<file path="src/rtl/niosii_system_sysid_checker_timeout.sv">
// Per-read cycle counter; expired_o flags the last allowed cycle of a read.
module niosii_system_sysid_checker_timeout #(
  parameter int TIMEOUT_CYCLES = 255
) (
  input  logic clk_i,
  input  logic rst_i,
  input  logic clear_i,
  input  logic enable_i,
  output logic expired_o
);
  localparam int W = $clog2(TIMEOUT_CYCLES + 1);
  localparam logic [W-1:0] LAST = W'(TIMEOUT_CYCLES - 1);

  logic [W-1:0] cnt_q, cnt_d;

  // Saturates at LAST so a stalled FSM never wraps back to a fresh budget.
  always_comb begin
    cnt_d = cnt_q;
    if (clear_i) begin
      cnt_d = '0;
    end else if (enable_i && (cnt_q != LAST)) begin
      cnt_d = cnt_q + W'(1);
    end
  end

  always_ff @(posedge clk_i) begin
    if (rst_i) begin
      cnt_q <= '0;
    end else begin
      cnt_q <= cnt_d;
    end
  end

  assign expired_o = enable_i && (cnt_q == LAST);
endmodule

</file>
<file path="config.mk">
export PLATFORM = sky130hd
export DESIGN_NAME = niosii_system_sysid_checker_timeout
export DESIGN_NICKNAME = d
export VERILOG_FILES = /design/src/rtl/niosii_system_sysid_checker_timeout.sv
export SDC_FILE = /design/constraint.sdc
export NUM_CORES = 1
export LEC_CHECK = 0
export CORE_AREA = 4 4 41 43
export CTS_CLUSTER_DIAMETER = 200
export DETAILED_ROUTE_END_ITERATION = 12
export DIE_AREA = 0 0 45 47
export MAX_ROUTING_LAYER = met4
export PLACE_DENSITY = 0.61
export REMOVE_ABC_BUFFERS = 1
export SYNTH_ARGS = -nofsm -noshare
export SYNTH_HDL_FRONTEND = slang
export SYNTH_SLANG_ARGS = --single-unit
</file>
<file path="constraint.sdc">
create_clock -name clk_i -period 3.63 [get_ports clk_i]
set_input_delay 0.363 -clock clk_i [delete_from_list [all_inputs] [get_ports clk_i]]
set_output_delay 0.363 -clock clk_i [all_outputs]
set_load 0.02 [all_outputs]
</file>
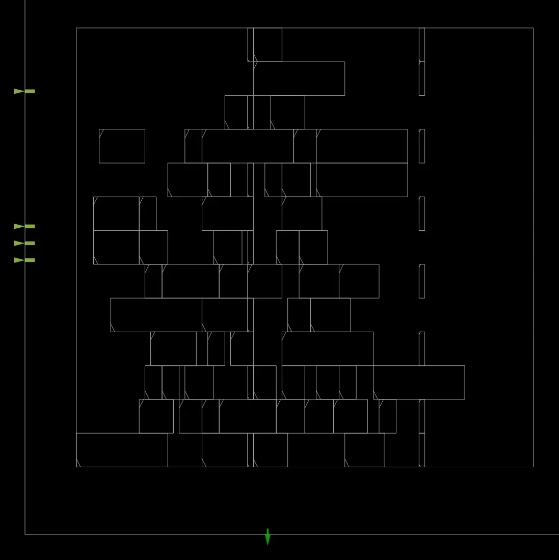
Figure 1: run 1, placement view.
fin util: 0.391
Flop Count: 8
Post-Layout Cell Count: 72
fraction of area in registers: 0.314
Core Area: 1300 µm²

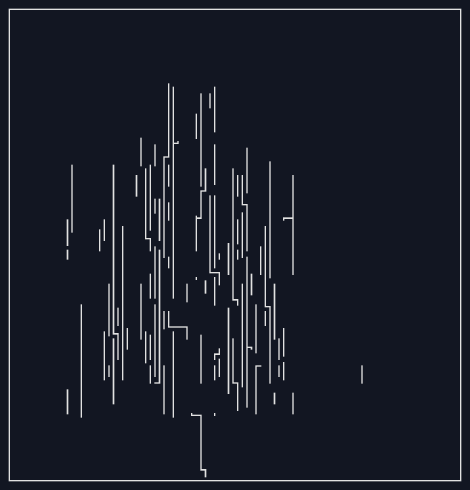
Figure 2: run 1, M2 wires.
(10 px per µm)
- nets with wire on the layer: 53
- wire length on this layer: 440 µm
- longest straight run: 21.1 µm

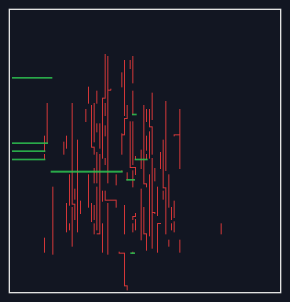
Figure 3: run 1, wiring by layer.
(6 px per µm) Only two layers are drawn.
- red: metal 2 (wire length 440 µm)
- green: metal 3 (wire length 38.0 µm)

==> results.tsv, run 1 <==
metric	value	unit
Comb pwr share	0.065	
grt total ovfl	0	
total design power	169	µW
first drt pass iteration count	2	
Unique masters post-synth	27	
final WL	933	µm
Syn Inst Count	52	
final non-filler cell area	509	µm²
Final Skew	9.99	ps
CTS tree	yes	
most frequent logic cell in the layout	dfxtp_1	
hold_buf cts	0	
Synth warnings	0	
Critical Path RT	3270	ps
Post-DP HPWL	668	µm
signal buffers share of area	0.0786	
Critical Path Most Common Cell	and3_1	
CP cell instances	ha_1 > and3_1 > and3_1 > clkdlybuf4s50_1	
top-count cell post-synth	dfxtp_1	
Worst Path Max Fanout	6	
Setup CP Type	register to output port	
top_reg_cell synth	dfxtp_1	
post-layout period usage	0.639	
number of flip-flops in the largest register	8	
placed cell count	69	
Startpoint Class	register	
Top Layout Cells	dfxtp_1, nand2_1, inv_1, a21oi_1, clkdlybuf4s50_1	
yosys adder share	0.0560	
Clock buffer cells	3	
Comb area share	0.496	
mux share	0.0224	
initial antenna violation count	0	
residual DRC count	0	
Worst EP arrival	1950	ps
relative slew slack	0.733	
vias post-DR	427	
# diodes	0	
setup bufs post-CTS	0	
sequential power share	0.533	
IO buf count	4	
outcome	completed	
fillers	139	
Reg2Reg Launch Point	cnt_q[0]	
initial detailed-routing violation count	4	
post-route ant nets	0	
largest net degree at the start of global routing	8	
bufs w/o clock	4	
Final #Nets	65	
hold depth	1	
die extent in x	45	µm
chip area line of the yosys report	447	µm²
Initial Util	0.343	
switching share of power	0.219	
reg-to-reg endpoint	cnt_q[4]	
Top cell area share	0.359	
Max Cap Viol	0	
count of library flops with an enable pin	0	
die area	2120	µm²
Final setup viols	0	
num rows	13	
synthesized flop and latch total	8	
Latency at later pin	260	ps
Leak	0.000176	µW
CTS H-tree lvls	1	
Die Height	47	µm
CTS root buf	clkbuf_4	
Seq share, synth	0.359	
top flop regs	cnt_q (8)	
final tally of hold violations	0	
Worst Hold Class	register to register	
Min Hold Slack	512	ps
Final Max-Slew Violation Tally	0	
Worst Reg-to-Reg Cells	5	
min Tclk post-route	2320	ps
VDD IR-drop max	0.000155	V
cell family with most CP delay	buffers and inverters	
Largest Register	cnt_q	
flop2flop setup slack	2120	ps
Pint	132	µW
CP bufs+invs	1	
Num CTS Buffers	3	
Post-synth ARST share	0	
critical path depth in cells	4	
Hold Path End	cnt_q[7]	
dpl cell area	487	µm²
clk sinks	8	
Non-clock inverters	4	
Via density	5.93	
Net Sw Power	37.0	µW
IO Count	5	
largest class	multi-input combinational cells	
routed wire length per instance	13.0	µm
CP peak stage delay	600	ps
global-route wire length before repair	1500	µm
Syn-to-layout area delta	14.0	%
top cells by area, synth	dfxtp_1, ha_1, a21oi_1	
syn_area_per_cell	8.59	µm²
setup TNS	0	ps
Setup crit end	expired_o	
tap cells	15	
#MultiIn Comb	38	
PwrDens	332	nW/µm²
CTS resizes	0	
number of global-route vias before repair	353	
aoi share	0.263	
top cells by count, synth	dfxtp_1, nand2_1, a21oi_1, inv_1, nand3_1	
CP max stage cell	clkdlybuf4s50_1	
Clock Power Share	0.402	
dominant kind of combinational cell	AND-OR/OR-AND gates	
Combinational Area	253	µm²
Worst-path clk slew	60	ps
Crit. End Element	output port	
Post-Synth XOR/XNOR Area	0	
Critical path origin	cnt_q[1]	
Slew @ Worst Pin	399	ps
sequential cell area	160	µm²
fmax	0.431	GHz
Tool Warnings	26	
GPL Wtd Cong	0.799	
mapped cell area	447	µm²
GRT Util Overall	0.109	
Clock Path Buffers	2	
RSZ-0062 raised after global routing	false	
cell type with the largest total area	dfxtp_1	
AND/OR/NAND/NOR Cells, Area Fraction	0.224	
# Cells Yosys	52	
layout cell share with drive strength beyond 1	0.0877	
Clock-cell share	0.0442	
hold_sp	cnt_q[7]	
## run 1: layer usage
metal  up-vias  share of wire  global-route usage  wire length [µm]
met5         -              0                   -                 0
met1       198           0.45               0.112               416
met4         0          0.041               0.123                38
met3         5          0.040              0.0230                37
li1        215              -                   -                 -
met2         9           0.47               0.164               440
## run 1: through the flow
stage / util / setup WS [ps]
2_1_floorplan: - / 2150
3_3_place_gp: 0.374 / 1570
3_5_place_dp: 0.374 / 1540
6_report: 0.391 / 1310
4_1_cts: 0.391 / 1310
5_1_grt: 0.391 / 1190
## run 1: power groups by stage
stage	Clock (µW)	Sequential, µW	Combinational, µW
after detailed placement	0	92.0	10.9
final	67.9	90.2	11.0
after global routing	77.5	90.2	12.0
after floorplan	0	91.7	5.53
after global placement	0	92.0	10.8
after CTS	70.6	90.1	10.9
==> run 1 -> run 2 <==
--- a/config.mk
+++ b/config.mk
@@ -10,7 +10,7 @@
 export DETAILED_ROUTE_END_ITERATION = 12
 export DIE_AREA = 0 0 45 47
 export MAX_ROUTING_LAYER = met4
-export PLACE_DENSITY = 0.61
+export PLACE_DENSITY = 0.63
 export REMOVE_ABC_BUFFERS = 1
 export SYNTH_ARGS = -nofsm -noshare
 export SYNTH_HDL_FRONTEND = slang
==> constraint.sdc (replaced) <==
create_clock -name clk_i -period 2.06 [get_ports clk_i]
set_input_delay 0.206 -clock clk_i [delete_from_list [all_inputs] [get_ports clk_i]]
set_output_delay 0.206 -clock clk_i [all_outputs]
set_load 0.02 [all_outputs]
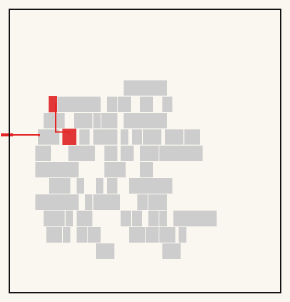
Figure 4: run 2, port wiring.
(6 px per µm)
- red: clear_i (direction input; edge left; end cells 2; buffers 1; wire 11.9 µm)

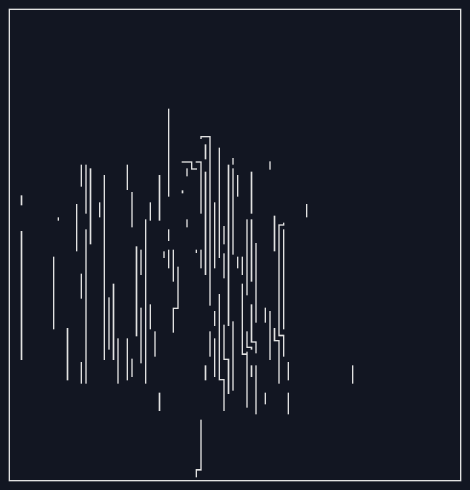
Figure 5: run 2, M2 wires.
(10 px per µm)
- longest straight run: 18.4 µm
- share of all routed wire: 45%
- main direction: vertical
- wire length on this layer: 412 µm
- nets with wire on the layer: 51

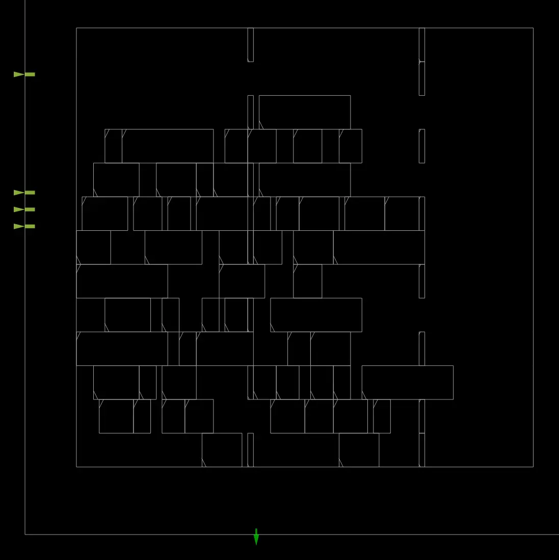
Figure 6: run 2, placement view.
fin util: 0.397
tap cells: 15

==> results.tsv, run 2 <==
metric	value	unit	change
RSZ-0062 raised after global routing	false		
IO buf count	4		unchanged
met2 Resource Use GR	0.158		-0.00565
outcome	completed		
num rows	13		unchanged
CTS H-tree lvls	1		unchanged
VDD IR-drop max	0.000313	V	+100%
IO Count	5		unchanged
placed cell count	70		+1.4%
sequential power share	0.521		-0.012
min Tclk post-route	1920	ps	
hold_sp	cnt_q[4]		
Syn-to-layout area delta	15.7	%	
Critical Path RT	1850	ps	-1420 ps
layout cell share with drive strength beyond 1	0.121		+0.0330
Worst Path Max Fanout	6		unchanged
vias post-DR	411		-3.7%
Synth warnings	0		unchanged
# diodes	0		unchanged
top flop regs	cnt_q (8)		
DR WL met3	53	µm	+43%
met3 Use GR	0.0690		+0.0460
Final setup viols	0		unchanged
Via density	5.63		-5.1%
Flop Count	8		unchanged
top-count cell post-synth	dfxtp_1		
Top Layer Used	met3		
Clock buffer cells	3		unchanged
top_reg_cell synth	dfxtp_1		
Pint	234	µW	+77%
Worst Reg-to-Reg Cells	5		unchanged
total design power	305	µW	+80%
post-route ant nets	0		unchanged
initial antenna violation count	0		unchanged
Post-Layout Cell Count	73		+1.4%
grt total ovfl	0		unchanged
largest net degree at the start of global routing	8		unchanged
Max Cap Viol	0		unchanged
Clock Power	125	µW	+84%
PwrDens	590	nW/µm²	+78%
sequential cell area	160	µm²	unchanged
fillers	147		+5.8%
number of flip-flops in the largest register	8		unchanged
# Cells Yosys	52		unchanged
Final Max-Slew Violation Tally	0		unchanged
setup TNS	0	ps	unchanged
Slew @ Worst Pin	380	ps	-19.8 ps
synthesized flop and latch total	8		unchanged
Top cell area share	0.359		unchanged
Syn Inst Count	52		unchanged
relative slew slack	0.746		+0.0132
switching share of power	0.232		+0.0132
die area	2120	µm²	unchanged
CTS root buf	clkbuf_4		
Worst Hold Class	register to register		
Top Layout Cells	dfxtp_1, nand2_1, inv_1, a21oi_1		
CP peak stage delay	390	ps	-210 ps
Crit. End Element	output port		
Reg2Reg Launch Point	cnt_q[0]		
fmax	0.520	GHz	
Critical path origin	cnt_q[0]		
#MultiIn Comb	38		unchanged
post-place setup slack	184	ps	-1360 ps
Startpoint Class	register		
[run 2: kinds of logic (layout without fill, tap and decap cells)]
kind of cell             count (synthesis)  after routing  synth area share
AND/OR/NAND/NOR                         18             18             0.224
buffers and inverters                    6             12            0.0756
adder cells (fa/ha/maj)                  2              2            0.0560
AND-OR/OR-AND                           17             17             0.263
multiplexers                             1              1            0.0224
flip-flops                               8              8             0.359
[run 2: timing repair]
| item | in CTS | in global routing |
|---|---|---|
| resized | 2 | 0 |
| endpoints found under the hold margin | 0 | 0 |
| endpoints found under the setup margin | 1 | 0 |
[run 2: critical path, delay by kind of cell (launching register included)]
| kind | cells | cell delay (ps) |
|---|---|---|
| adder cells (fa/ha/maj) | 1 | 240 |
| buffers and inverters | 2 | 390 |
| flip-flops | 1 | 390 |
| AND/OR/NAND/NOR | 2 | 450 |
Power figures rest on the tool's default switching activity, not on a simulated workload.
